<file path="config.mk">
export PLATFORM = sky130hd
export DESIGN_NAME = hazard_fwd_unit
export DESIGN_NICKNAME = d
export VERILOG_FILES = /design/src/rtl/hazard_fwd_unit.sv
export SDC_FILE = /design/constraint.sdc
export NUM_CORES = 1
export LEC_CHECK = 0
export ABC_AREA = 1
export CORE_AREA = 2 2 39 41
export CTS_BUF_LIST = sky130_fd_sc_hd__clkbuf_4 sky130_fd_sc_hd__clkbuf_8
export CTS_CLUSTER_SIZE = 16
export DETAILED_ROUTE_END_ITERATION = 7
export DIE_AREA = 0 0 41 43
export DONT_BUFFER_PORTS = 1
export GPL_TIMING_DRIVEN = 0
export REMOVE_ABC_BUFFERS = 1
export SYNTH_ARGS = -nofsm -noshare
export SYNTH_HDL_FRONTEND = slang
export SYNTH_SLANG_ARGS = --single-unit
</file>
<file path="constraint.sdc">
create_clock -name clk -period 1.95 [get_ports clk]
set_clock_uncertainty 0.15 [all_clocks]
set_input_delay 0.39 -clock clk [delete_from_list [all_inputs] [get_ports clk]]
set_output_delay 0.39 -clock clk [all_outputs]
set_load 0.01 [all_outputs]
</file>
<file path="src/rtl/hazard_fwd_unit.sv">
// ---------------------------------------------------------------------------
// hazard_fwd_unit
//
// Hazard-detection and forwarding unit for the pipelined TSC core. It sits
// beside the ID/EX pipeline register and keeps a short shift-register
// scoreboard of the instructions that have already entered EX. For the
// instruction currently in ID it looks for producers of its source operands:
//   - stall:      the youngest producer is a load whose data cannot be
//                 forwarded yet, so PC and IF/ID hold and a bubble enters EX
//   - fwd_a/fwd_b: registered operand-source selects that the consumer sees
//                 during its EX cycle (0 = register file, s = post-EX stage s)
//
// Parameters:
//   REG_ADDR_W  register address width
//   FWD_DEPTH   number of post-EX stages that can forward (1..7)
//   LOAD_LAT    extra stages before load data is forwardable (0..FWD_DEPTH-1)
//   FWD_SEL_W   select width, derived from FWD_DEPTH
//
// Ports:
//   clk            core clock, rising edge
//   reset_n        asynchronous active-low reset
//   id_valid       ID holds a real instruction
//   id_rs1/id_rs2  ID source registers
//   id_use_rs1/2   the corresponding operand is actually read
//   id_rd          ID destination register
//   id_reg_write   ID instruction writes id_rd
//   id_mem_read    ID instruction is a load
//   ex_flush       taken branch/jump in EX; kills the ID instruction
//   stall          combinational load-use stall request
//   fwd_a/fwd_b    forwarding selects for the instruction in EX
//   perf_stall_cnt saturating count of stall cycles
//
// Optional feature macro: HAZARD_STALL_CNT_EN
//   defined     -> perf_stall_cnt port and counter are present
//   not defined -> no port, no counter logic
// ---------------------------------------------------------------------------
module hazard_fwd_unit #(
  parameter int REG_ADDR_W = 2,
  parameter int FWD_DEPTH  = 2,
  parameter int LOAD_LAT   = 1,
  parameter int FWD_SEL_W  = $clog2(FWD_DEPTH + 1)
) (
  input  logic                  clk,
  input  logic                  reset_n,
  input  logic                  id_valid,
  input  logic [REG_ADDR_W-1:0] id_rs1,
  input  logic [REG_ADDR_W-1:0] id_rs2,
  input  logic                  id_use_rs1,
  input  logic                  id_use_rs2,
  input  logic [REG_ADDR_W-1:0] id_rd,
  input  logic                  id_reg_write,
  input  logic                  id_mem_read,
  input  logic                  ex_flush,
  output logic                  stall,
  output logic [FWD_SEL_W-1:0]  fwd_a,
  output logic [FWD_SEL_W-1:0]  fwd_b
`ifdef HAZARD_STALL_CNT_EN
  ,
  output logic [15:0]           perf_stall_cnt
`endif
);

  // Scoreboard: entry 0 is the instruction in EX, entry j is j stages later.
  logic [FWD_DEPTH-1:0]  sb_valid;
  logic [FWD_DEPTH-1:0]  sb_reg_write;
  logic [FWD_DEPTH-1:0]  sb_mem_read;
  logic [REG_ADDR_W-1:0] sb_rd [FWD_DEPTH];

  logic [FWD_SEL_W-1:0]  sel_a;
  logic [FWD_SEL_W-1:0]  sel_b;
  logic                  hazard_a;
  logic                  hazard_b;
  logic                  advance;

  // Youngest-match search. Scanning from the oldest entry towards entry 0
  // lets the last hit (smallest j) overwrite older ones. A load match only
  // raises a hazard while it is still closer to EX than LOAD_LAT stages.
  always_comb begin
    sel_a    = '0;
    sel_b    = '0;
    hazard_a = 1'b0;
    hazard_b = 1'b0;
    for (int j = FWD_DEPTH - 1; j >= 0; j--) begin
      if (sb_valid[j] && sb_reg_write[j] && id_use_rs1 && (sb_rd[j] == id_rs1)) begin
        sel_a    = FWD_SEL_W'(j + 1);
        hazard_a = sb_mem_read[j] && (j < LOAD_LAT);
      end
      if (sb_valid[j] && sb_reg_write[j] && id_use_rs2 && (sb_rd[j] == id_rs2)) begin
        sel_b    = FWD_SEL_W'(j + 1);
        hazard_b = sb_mem_read[j] && (j < LOAD_LAT);
      end
    end
  end

  // A flush wins over a stall: the ID instruction is dropped anyway, so
  // holding it would only waste a cycle.
  assign stall   = id_valid && !ex_flush && (hazard_a || hazard_b);
  assign advance = id_valid && !stall && !ex_flush;

  // Scoreboard shift. Downstream stages never stall, so older entries move
  // every cycle; entry 0 takes the ID instruction or a bubble.
  always_ff @(posedge clk or negedge reset_n) begin
    if (!reset_n) begin
      sb_valid     <= '0;
      sb_reg_write <= '0;
      sb_mem_read  <= '0;
      for (int j = 0; j < FWD_DEPTH; j++) begin
        sb_rd[j] <= '0;
      end
    end else begin
      for (int j = 1; j < FWD_DEPTH; j++) begin
        sb_valid[j]     <= sb_valid[j-1];
        sb_reg_write[j] <= sb_reg_write[j-1];
        sb_mem_read[j]  <= sb_mem_read[j-1];
        sb_rd[j]        <= sb_rd[j-1];
      end
      if (advance) begin
        sb_valid[0]     <= 1'b1;
        sb_reg_write[0] <= id_reg_write;
        sb_mem_read[0]  <= id_mem_read;
        sb_rd[0]        <= id_rd;
      end else begin
        sb_valid[0]     <= 1'b0;
        sb_reg_write[0] <= 1'b0;
        sb_mem_read[0]  <= 1'b0;
        sb_rd[0]        <= '0;
      end
    end
  end

  // Forwarding selects are registered alongside the instruction entering EX;
  // a bubble always reads from the register file.
  always_ff @(posedge clk or negedge reset_n) begin
    if (!reset_n) begin
      fwd_a <= '0;
      fwd_b <= '0;
    end else if (advance) begin
      fwd_a <= sel_a;
      fwd_b <= sel_b;
    end else begin
      fwd_a <= '0;
      fwd_b <= '0;
    end
  end

`ifdef HAZARD_STALL_CNT_EN
  // Saturating stall-cycle counter; only reset clears it.
  always_ff @(posedge clk or negedge reset_n) begin
    if (!reset_n) begin
      perf_stall_cnt <= '0;
    end else if (stall && (perf_stall_cnt != 16'hFFFF)) begin
      perf_stall_cnt <= perf_stall_cnt + 16'd1;
    end
  end
`endif

endmodule
</file>
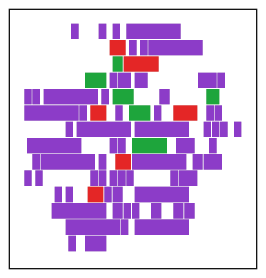
Figure 1: run 1, cell sizes after repair.
Scale: 6 px per µm.
red -> x3 and x4  # cells 6, most used clkbuf_4
green -> x2  # cells 6, most used nand3_2
purple -> x1 and smaller  # cells 67, most used inv_1

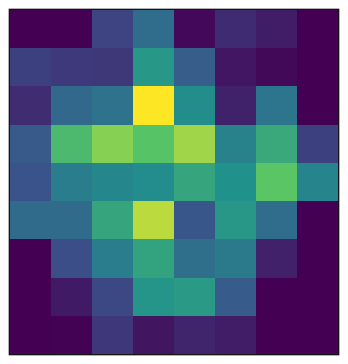
Figure 2: run 1, signal metal coverage by tile.
Scale: 8 px per µm. 8 x 9 tiles, from dark purple (low) to yellow (high), scaled to the fullest tile. Values are wire area over tile area, all layers added.
emptiest ninth of the die = south-east
fullest tile = 0.31
densest ninth of the die = centre
mean over tiles = 0.089
tiles over half the peak = 22%

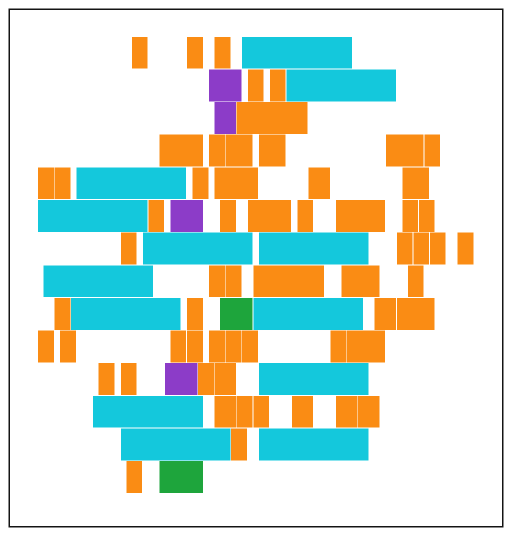
Figure 3: run 1, placed cells, one colour a class.
Scale: 12 px per µm.
cyan -> sequential cells  # cells 13
green -> remaining buffers and delay cells  # cells 2
purple -> clock drivers and dummy loads  # cells 4
orange -> remaining logic cells  # cells 60

==> results.yml, run 1 <==
# generated from flow reports
outcome:
  outcome: "finished clean"
grt:
  grt-ovfl-total: 0
  antenna_found_initial: 0
  grt_pass1_wl_um: 1600
  first_global_vias: 425
  track_usage_pct: 14.64
  grt_max_degree: 14
clock_tree:
  h-tree-depth: 1
  clkLatencyLatePin_ns: 0.27
  clk_pin_slew_ns: 0.08
  numCtsBuffers: 3
  clockBufferDepth: 2
  tritoncts: "yes"
  cts_root_buffer: "clkbuf_4"
  cts.sink_count: 13
sta:
  worst_hold_slack_ns: 0.05988
  fmax_mhz: 534.8
  finalHoldViolations: 0
  worst_pin_slew_ns: 0.5519
  finalCritPeriodShare_pct: 95.88
  maxSlewViolCount: 0
  setup-violations-final: 0
  slew_headroom_pct: 63.09
  fin_crit_ns: 1.870
  finalSetupTns_ns: 0
placed_design:
  place_congestion: 0.7199
  port_buffers: 0
  placedInstanceArea_um2: 634.4
  hpwl_um: 800.1
layout:
  lay_top_count: "inv_1"
  num-fill-cells: 138
  design_area_um2: 703.2
  drive_gt1_share_pct: 15.19
  combGateArea_um2: 245.2
  layout_top_cells: "inv_1 (18), dfrtp_1 (13), nand2_1 (11), nor2_1 (11), nand3_1 (6)"
  num_antenna_cells: 0
  areaGrowthSynthToFinish_pct: 14.46
  regArea_um2: 325.3
  final_nets: 94
floorplanning:
  fp.coreArea_mm2: 0.001384
  core.rowCount: 14
  die_y_um: 43
  die_width_um: 41
  pin_count: 19
  initCoreUtil_pct: 44.39
  chip_area_mm2: 0.001763
synthesis:
  synthCells: 73
  ys_ff: 13
  netlist_area_um2: 614.3
  syn_avg_cell_area_um2: 8.416
  ys_area_um2: 614.3
  yosys_warnings: 0
  ys_cells: 73
  ys_seq_share_pct: 52.95
  ys_types: 13
worst_setup_path:
  r2r_slack_ns: 0.60
  cp_max_fo: 3
  r2r_start: "sb_rd[2]"
  crit_type: "reg -> out"
  crit_arrival_ns: 1.33
  r2r_cells: 5
  end_kind: "output pin"
  r2r_end: "fwd_a[1]"
  start_kind: "flop"
  startpoint: "sb_rd[2]"
  crit_end: "stall"
  cp.required_ns: 1.41
routing:
  routed_wl_um: 1011
  vias: 445
  drtIter0Drc: 11
  drc: 0
  avgViaCountPerCell: 4.684
  postRouteAntennaNets: 0
  wl_per_cell_um: 10.64
  drt_pass1_iterations: 4
job:
  tool_warnings: 25
  max_cap_violations: 0
power:
  power.density_mw_per_mm2: 693.6
  irDropWorstVdd_v: 0.0003723
  p_leak_nw: 0.3712
  power_mw: 0.4877
hold_path:
  hold_path.class: "in -> reg"
## run 1: stage by stage
step | setup slack [ns] | util, % | std cells
after global placement | 0.3346 | 45.84 | 89
after floorplan | 0.4271 | - | 73
after global routing | -0.01002 | 50.81 | 95
after CTS | 0.02149 | 48.55 | 94
after detailed placement | 0.3300 | 45.84 | 89
final | 0.08026 | 50.81 | 95
## run 1: flip-flops by register name, summed over array words and instances (netlist names)
| signal | cells |
|---|---|
| sb_mem_read | 1 |
| sb_reg_write | 2 |
| fwd_b | 2 |
| fwd_a | 2 |
| sb_valid | 2 |
| sb_rd | 4 |
## run 1: layer usage
metal / vias up / wire (µm) / GRT usage [%]
met5: - / 0 / 0
met4: 0 / 10 / 12.00
met3: 2 / 33 / 4.712
met2: 8 / 502 / 20.63
met1: 203 / 464 / 17.19
li1: 232 / - / -
## run 1: what timing repair did
item,in CTS,in global routing
endpoints found under the setup margin,0,1
endpoints found under the hold margin,13,0
setup buffers,0,1
resized,0,4
hold buffers,1,0
## run 1: worst min-delay path by stage
stage / start / endpoint / slack (ns) / cells past startpoint
after floorplan: reset_n / fwd_a[0] / -0.06 / 0
after global placement: reset_n / sb_valid[0] / -0.06 / 0
after detailed placement: reset_n / sb_valid[0] / -0.06 / 0
after CTS: id_rd[0] / sb_rd[2] / 0.05 / 2
after global routing: id_rd[0] / sb_rd[2] / 0.04 / 2
final: id_rd[0] / sb_rd[2] / 0.06 / 2
## run 1: critical path, cell delays in order (launching register included)
cell and delay (ns):
dfrtp_1 0.40, buf_4 0.15, xnor2_2 0.18, nand3_2 0.16
a21oi_4 0.18
## run 1: synth_stat cells
cell type	number	share of area, %
nand2_2	1	1.0
xor2_1	3	4.3
nor3_1	1	0.81
nand4_1	2	2.0
inv_1	18	11
dfrtp_1	13	53
nor2_1	11	6.7
nor2_4	1	1.8
xnor2_1	2	2.9
nand2_1	11	6.7
nand3_2	2	3.3
a21oi_1	1	0.81
nand3_1	7	5.7
## run 1: layout make-up
cell class	count	area share, %
multi-input cells	42	34.88
well taps	16	2.847
flip-flops and latches	13	46.26
repair buffers	2	2.491
clock buffers	3	3.203
inverters	18	9.609
clock inverters	1	0.7117
## run 1: power by group
group          internal [mW]  switching (mW)
Clock                 0.0760          0.0895
Combinational         0.0155          0.0235
Sequential             0.277         0.00611
## run 1: logic make-up (layout without fill, tap and decap cells)
family          after synthesis  after routing  synth area share, %
buf+inv                      18             24                11.00
flops                        13             13                52.95
simple gates                 36             36                28.10
compound gates                1              1               0.8139
xor+xnor                      5              5                7.130
==> run 2, diff against run 1 <==
Settings changed: SLEW_MARGIN from default to 20.
==> run 2 against run 1 <==
  * Final cell count unchanged
  * Global-route usage unchanged
  * Area after synthesis unchanged
  * Flip-flop count unchanged
  * Die area unchanged
  * Sequential power about the same
  * Sequential share of layout area unchanged
  * Clock power about the same
  * Critical path type unchanged
==> results.yml, run 2 <==
# generated from flow reports
outcome:
  outcome: "finished clean"
synthesis:
  common_cells: "inv_1 (18), dfrtp_1 (13), nand2_1 (11), nor2_1 (11), nand3_1 (7)"
  ys_sh_adder_pct: 0
  synth-simple-area-share_pct: 28.11
  top_logic_kind: "simple AND/OR/NAND/NOR gates"
  ys_ff: 13
  synthCells: 73
  synth_dominant_cell_count: "inv_1"
  synthArstFlopShare_pct: 100.0
  ys_types: 13
  yosys_warnings: 0
  synth.area.mux_share_pct: 0
  ys_cells: 73
  yosysTopAreaCell: "dfrtp_1"
  syn_avg_cell_area_um2: 8.416
  xor_area_share_pct: 7.128
  netlist_area_um2: 614.3
  ys_area_um2: 614.3
  ys_seq_share_pct: 52.95
  ys.flop_type: "dfrtp_1"
  ys_top_cells_by_area: "dfrtp_1 (53%), inv_1 (11%), nand2_1 (6.7%)"
  top_area_share_pct: 52.95
  ys_sh_aoi_pct: 0.8147
  edf_count: 0
clock_tree:
  numCtsBuffers: 3
  clk_pin_slew_ns: 0.08
  clockBufferDepth: 2
  h-tree-depth: 1
  clkLatencyLatePin_ns: 0.27
  cts_root_buffer: "clkbuf_4"
  tritoncts: "yes"
routing:
  routed_wl_um: 1011
  drt_pass1_iterations: 4
  vias: 445
  wl_per_cell_um: 10.64
  drtIter0Drc: 11
  avgViaCountPerCell: 4.684
  drc: 0
  postRouteAntennaNets: 0
job:
  tool_warnings: 25
  max_cap_violations: 0
layout:
  postLayoutCoreUtil_pct: 50.81
  layout_top_cells: "inv_1 (18), dfrtp_1 (13), nand2_1 (11), nor2_1 (11), nand3_1 (6)"
  areaGrowthSynthToFinish_pct: 14.46
  lay_top_count: "inv_1"
  final_nets: 94
  drive_gt1_share_pct: 15.19
  top_register: "sb_rd"
  largest_reg_flops: 4
  num-fill-cells: 138
  num_antenna_cells: 0
power:
  swShare_pct: 24.42
  power.density_mw_per_mm2: 693.6
  p_leak_nw: 0.3712
  seqPwrFrac_pct: 58.1
  pwr-share-clk_pct: 33.9
  irDropWorstVdd_v: 0.0003723
  power_mw: 0.4877
  combPwrFrac_pct: 8.0
  power.net_switching_mw: 0.1191
  power.internal_mw: 0.3686
grt:
  grt-ovfl-total: 0
  track_usage_pct: 14.64
  antenna_found_initial: 0
  grt_pass1_wl_um: 1600
  grt_max_degree: 14
  first_global_vias: 425
worst_setup_path:
  worstPathCellList: "buf_4 -> xnor2_2 -> nand3_2 -> a21oi_4"
  r2r_end: "fwd_a[1]"
  max_stage_delay_ns: 0.40
  startpoint: "sb_rd[2]"
  r2r_slack_ns: 0.60
  r2r_start: "sb_rd[2]"
  start_kind: "flop"
  cp_slowest_cell: "dfrtp_1"
  r2r_cells: 5
  crit_type: "reg -> out"
  cp.required_ns: 1.41
  end_kind: "output pin"
  cp_max_fo: 3
  crit_arrival_ns: 1.33
floorplanning:
  fp.coreArea_mm2: 0.001384
  chip_area_mm2: 0.001763
  pin_count: 19
  core.rowCount: 14
  die_width_um: 41
  die_y_um: 43
  initCoreUtil_pct: 44.39
placed_design:
  port_buffers: 0
  place_congestion: 0.7199
  hpwl_um: 800.1
sta:
  slew_headroom_pct: 63.09
  finalCritPeriodShare_pct: 95.88
  maxSlewViolCount: 0
  fmax_mhz: 534.8
  fin_crit_ns: 1.870
  setup-violations-final: 0
  worst_pin_slew_ns: 0.5519
  finalHoldViolations: 0
hold_path:
  holdPathStages: 2
  min_to: "sb_rd[2]"
  hold_path.class: "in -> reg"
  holdCritStartpoint: "id_rd[0]"
## run 2: area by class of cell
| cell class | count | area (µm²) | share of cell area, % |
|---|---|---|---|
| sequential | 13 | 325.3 | 46.26 |
| multi-input combinational | 42 | 245.2 | 34.88 |
| inverter | 18 | 67.56 | 9.609 |
| clock buffer | 3 | 22.52 | 3.203 |
| tap | 16 | 20.02 | 2.847 |
| timing repair buffer | 2 | 17.52 | 2.491 |
| clock inverter | 1 | 5.005 | 0.7117 |
## run 2: cells by family after synthesis
logic type      count (synthesis)
compound gates                  1
flops                          13
simple gates                   36
buf+inv                        18
xor+xnor                        5
## run 2: repair_timing
item	in CTS	in global routing
endpoints found under the setup margin	0	1
endpoints found under the hold margin	13	0
gates resized	0	4
hold buffers	1	0
setup buffers	0	1
## run 2: worst max-delay path by stage
stage / cells past startpoint / to / slack (ns)
after global placement: 3 / stall / 0.33
after detailed placement: 3 / stall / 0.33
final: 4 / stall / 0.08
after floorplan: 3 / stall / 0.43
after global routing: 4 / stall / -0.01
after CTS: 3 / stall / 0.02
## run 2: metal layers
metal,vias to the layer above,track usage [%],part of all wire [%]
met2,8,20.63,50
met4,0,12.00,0.99
met3,2,4.712,3.3
met1,203,17.19,46
met5,-,0,0
li1,232,-,-
## run 2: power by group through the flow
stage                     clock network, mW  registers [mW]  logic (mW)
final                                 0.165           0.283      0.0391
after CTS                             0.171           0.283      0.0361
after floorplan                           0           0.288      0.0254
after global routing                  0.189           0.285      0.0445
after global placement                    0           0.289      0.0285
after detailed placement                  0           0.289      0.0293
## run 2: worst max-delay path, delay by kind of cell (launching register included)
family,cells,cell delay [ns]
XOR/XNOR,1,0.18
buffers and inverters,1,0.15
AND/OR/NAND/NOR,1,0.16
flip-flops,1,0.40
AND-OR/OR-AND,1,0.18
## run 2: per-stage QoR
stage	hold slack [ns]	std cells	worst slack (ns)	TNS, ns	instance area (µm²)
global placement	-0.05532	89	0.3346	0	634.4
detailed placement	-0.05532	89	0.3300	0	634.4
CTS	0.05080	94	0.02149	0	671.9
global route	0.04314	95	-0.01002	-0.01002	703.2
finish	0.05988	95	0.08026	0	703.2
floorplan	-0.05559	73	0.4271	0	614.3
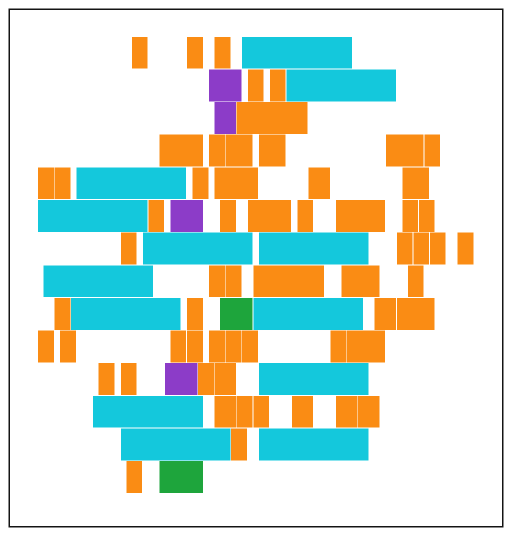
Figure 4: run 2, placed cells, one colour a class.
Scale: 12 px per µm.
green -> remaining buffers and delay cells  # cells 2
cyan -> sequential cells  # cells 13
orange -> remaining logic cells  # cells 60
purple -> clock drivers and dummy loads  # cells 4

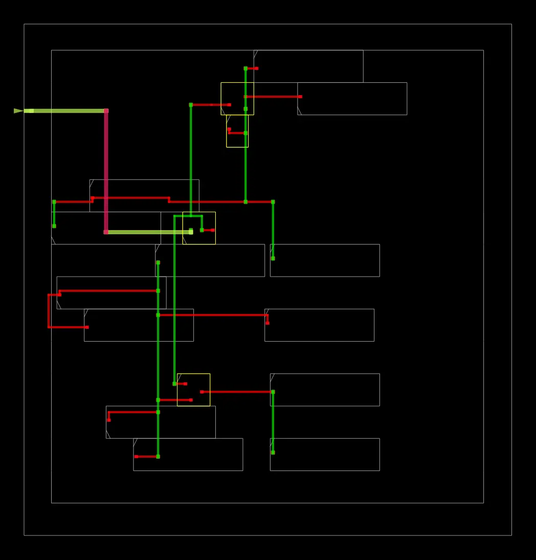
Figure 5: run 2, the clock network.
clk sinks: 13
Clk. pwr: 0.165 mW

==> run 3, diff against run 2 <==
Settings changed: CORE_AREA 2 2 39 41 to default, CORE_UTILIZATION from default to 40, DIE_AREA 0 0 41 43 to default, TNS_END_PERCENT from default to 5.
==> run 3 against run 2 <==
  * Power is 0.50% higher
  * Highest routed layer unchanged
  * Non-clock buffer count is 1 lower
  * Worst setup slack better by 0.022 ns
==> results.yml, run 3 <==
# generated from flow reports
synthesis:
  netlist_area_um2: 614.3
  synthCells: 73
  ys_area_um2: 614.3
  yosys_warnings: 0
  ys.flop_type: "dfrtp_1"
  ys_seq_share_pct: 52.95
  yosysTopAreaCell: "dfrtp_1"
  edf_count: 0
  synthArstFlopShare_pct: 100.0
  ys_cells: 73
  top_area_share_pct: 52.95
  syn_avg_cell_area_um2: 8.416
  ys_top_cells_by_area: "dfrtp_1 (53%), inv_1 (11%), nand2_1 (6.7%)"
  ys_ff: 13
  synth_dominant_cell_count: "inv_1"
  ys_types: 13
  common_cells: "inv_1 (18), dfrtp_1 (13), nand2_1 (11), nor2_1 (11), nand3_1 (7)"
worst_setup_path:
  worstPathCellList: "nand2_1 -> nand2_1 -> nor2_1 -> nand3_1 -> a21oi_4"
  max_stage_delay_ns: 0.42
  start_kind: "flop"
  cp_max_fo: 4
  crit_type: "reg -> out"
  startpoint: "sb_rd[2]"
  cp_common_cell: "nand2_1"
  r2r_start: "sb_rd[3]"
  end_kind: "output pin"
  crit_arrival_ns: 1.31
  cp_slowest_cell: "dfrtp_1"
  cp.required_ns: 1.41
sta:
  finalHoldViolations: 0
  worst_pin_slew_ns: 0.5489
  maxSlewViolCount: 0
  slew_headroom_pct: 63.29
  setup-violations-final: 0
  fmax_mhz: 541.2
  fin_crit_ns: 1.848
  finalSetupTns_ns: 0
  finalCritPeriodShare_pct: 94.76
  worst_hold_slack_ns: 0.07021
grt:
  antenna_found_initial: 0
  track_usage_pct: 15.36
  grt_max_degree: 14
  grt-ovfl-total: 0
  first_global_vias: 421
  grt_pass1_wl_um: 1635
layout:
  layout_top_cells: "inv_1 (18), dfrtp_1 (13), nand2_1 (11), nor2_1 (11), nand3_1 (7)"
  regArea_um2: 325.3
  final_nets: 93
  lay_top_count: "inv_1"
  postLayoutCoreUtil_pct: 50.09
  areaGrowthSynthToFinish_pct: 11.41
  design_area_um2: 684.4
  num_antenna_cells: 0
  top_register: "sb_rd"
  combGateArea_um2: 232.7
  num-fill-cells: 140
  largest_reg_flops: 4
  drive_gt1_share_pct: 11.54
floorplanning:
  core.rowCount: 13
  initCoreUtil_pct: 44.96
  fp.coreArea_mm2: 0.001366
  die_width_um: 41.19
  pin_count: 19
  die_y_um: 41.19
  chip_area_mm2: 0.001697
outcome:
  outcome: "finished clean"
power:
  irDropWorstVdd_v: 0.0003614
  p_leak_nw: 0.3617
  power_mw: 0.4901
  power.density_mw_per_mm2: 716.1
routing:
  avgViaCountPerCell: 4.538
  wl_per_cell_um: 10.43
  drc: 0
  postRouteAntennaNets: 0
  vias: 422
  drtIter0Drc: 5
  routed_wl_um: 970
  drt_pass1_iterations: 3
placed_design:
  hpwl_um: 800.2
  port_buffers: 0
  place_congestion: 0.7548
  placedInstanceArea_um2: 633.1
job:
  max_cap_violations: 0
  tool_warnings: 25
hold_path:
  holdCritStartpoint: "id_rd[1]"
  hold_path.class: "in -> reg"
clock_tree:
  h-tree-depth: 1
  clk_pin_slew_ns: 0.08
  cts_root_buffer: "clkbuf_4"
  cts.sink_count: 13
  tritoncts: "yes"
  clockBufferDepth: 2
run 3: routing by layer:
metal	share of wire, %	track usage [%]	wire (µm)	vias to the layer above
li1	-	-	-	226
met1	45	18.90	432	186
met2	52	25.39	505	8
met3	2.6	3.261	25	2
met4	0.62	7.258	6	0
met5	0	0	0	-
run 3: area by class of cell:
| class | instances | area share [%] |
|---|---|---|
| Inverter | 18 | 9.872 |
| Multi-Input combinational cell | 42 | 34.00 |
| Sequential cell | 13 | 47.53 |
| Tap cell | 15 | 2.742 |
| Clock buffer | 4 | 4.388 |
| Timing Repair Buffer | 1 | 1.463 |
run 3: what timing repair did:
item                                   in CTS  in global routing
setup endpoints to repair                   0                  1
hold buffers                                1                  0
setup buffers                               0                  0
gates resized                               0                  2
endpoints found under the hold margin      13                  0
run 3: worst paths after layout:
| kind | endpoint | slack, ns | cells after the start |
|---|---|---|---|
| setup / recovery | stall | 0.10 | 5 |
| hold / removal | sb_rd[3] | 0.07 | 2 |
| setup reg to reg | fwd_a[1] | 0.58 | 7 |
| hold reg to reg | sb_valid[1] | 0.28 | 0 |
| max in group asynchronous | sb_reg_write[1] | 0.89 | 1 |
| min in group asynchronous | sb_rd[3] | 0.40 | 1 |
run 3: where the power goes:
| part | switching (mW) | internal (mW) | leakage, nW |
|---|---|---|---|
| Clock | 0.0778 | 0.0928 | 0.0184 |
| Sequential | 0.00657 | 0.277 | 0.176 |
| Combinational | 0.0224 | 0.0134 | 0.167 |
| Total | 0.107 | 0.383 | 0.362 |
run 3: through the flow:
stage	instances	setup slack, ns
finish	93	0.1023
global route	93	-0.009414
CTS	93	0.03249
detailed placement	88	0.3301
global placement	88	0.3357
floorplan	73	0.4271
run 3: cells by family (layout without fill, tap and decap cells):
family	count (synthesis)	in the layout	share of synthesized area [%]
AND/OR/NAND/NOR	36	36	28.10
buffers and inverters	18	23	11.00
flip-flops	13	13	52.95
XOR/XNOR	5	5	7.130
AND-OR/OR-AND	1	1	0.8139
run 3: worst max-delay path, delay by kind of cell, from the launching register on:
kind | cells | cell delay [ns]
AND/OR/NAND/NOR | 4 | 0.41
AND-OR/OR-AND | 1 | 0.21
flip-flops | 1 | 0.42
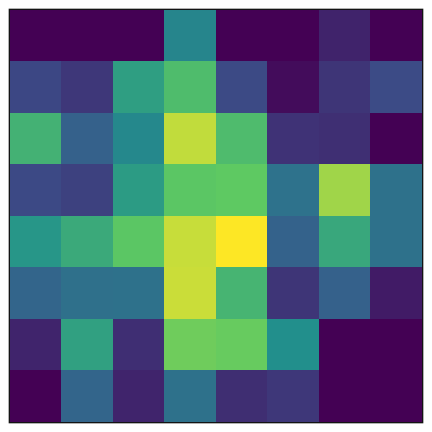
Figure 6: run 3, signal metal coverage by tile.
Scale: 10 px per µm. 8 x 8 tiles, from dark purple (low) to yellow (high), scaled to the fullest tile. Values are wire area over tile area, all layers added.
emptiest ninth of the die = north-east
densest ninth of the die = centre
tiles over half the peak = 31%
mean over tiles = 0.088
nearly empty tiles = 19%
fullest tile = 0.25

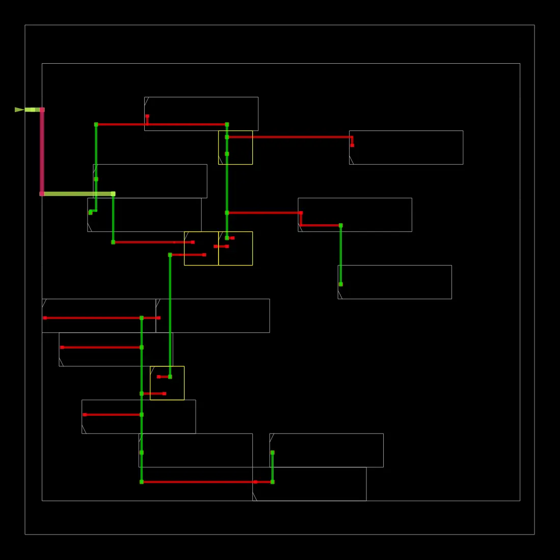
Figure 7: run 3, the clock network.
TritonCTS Buffers: 3
clk ins delay skew pair: 0.26 ns
clkbuf count: 4
flip-flops: 13

Power is estimated from default activity; no workload was simulated.
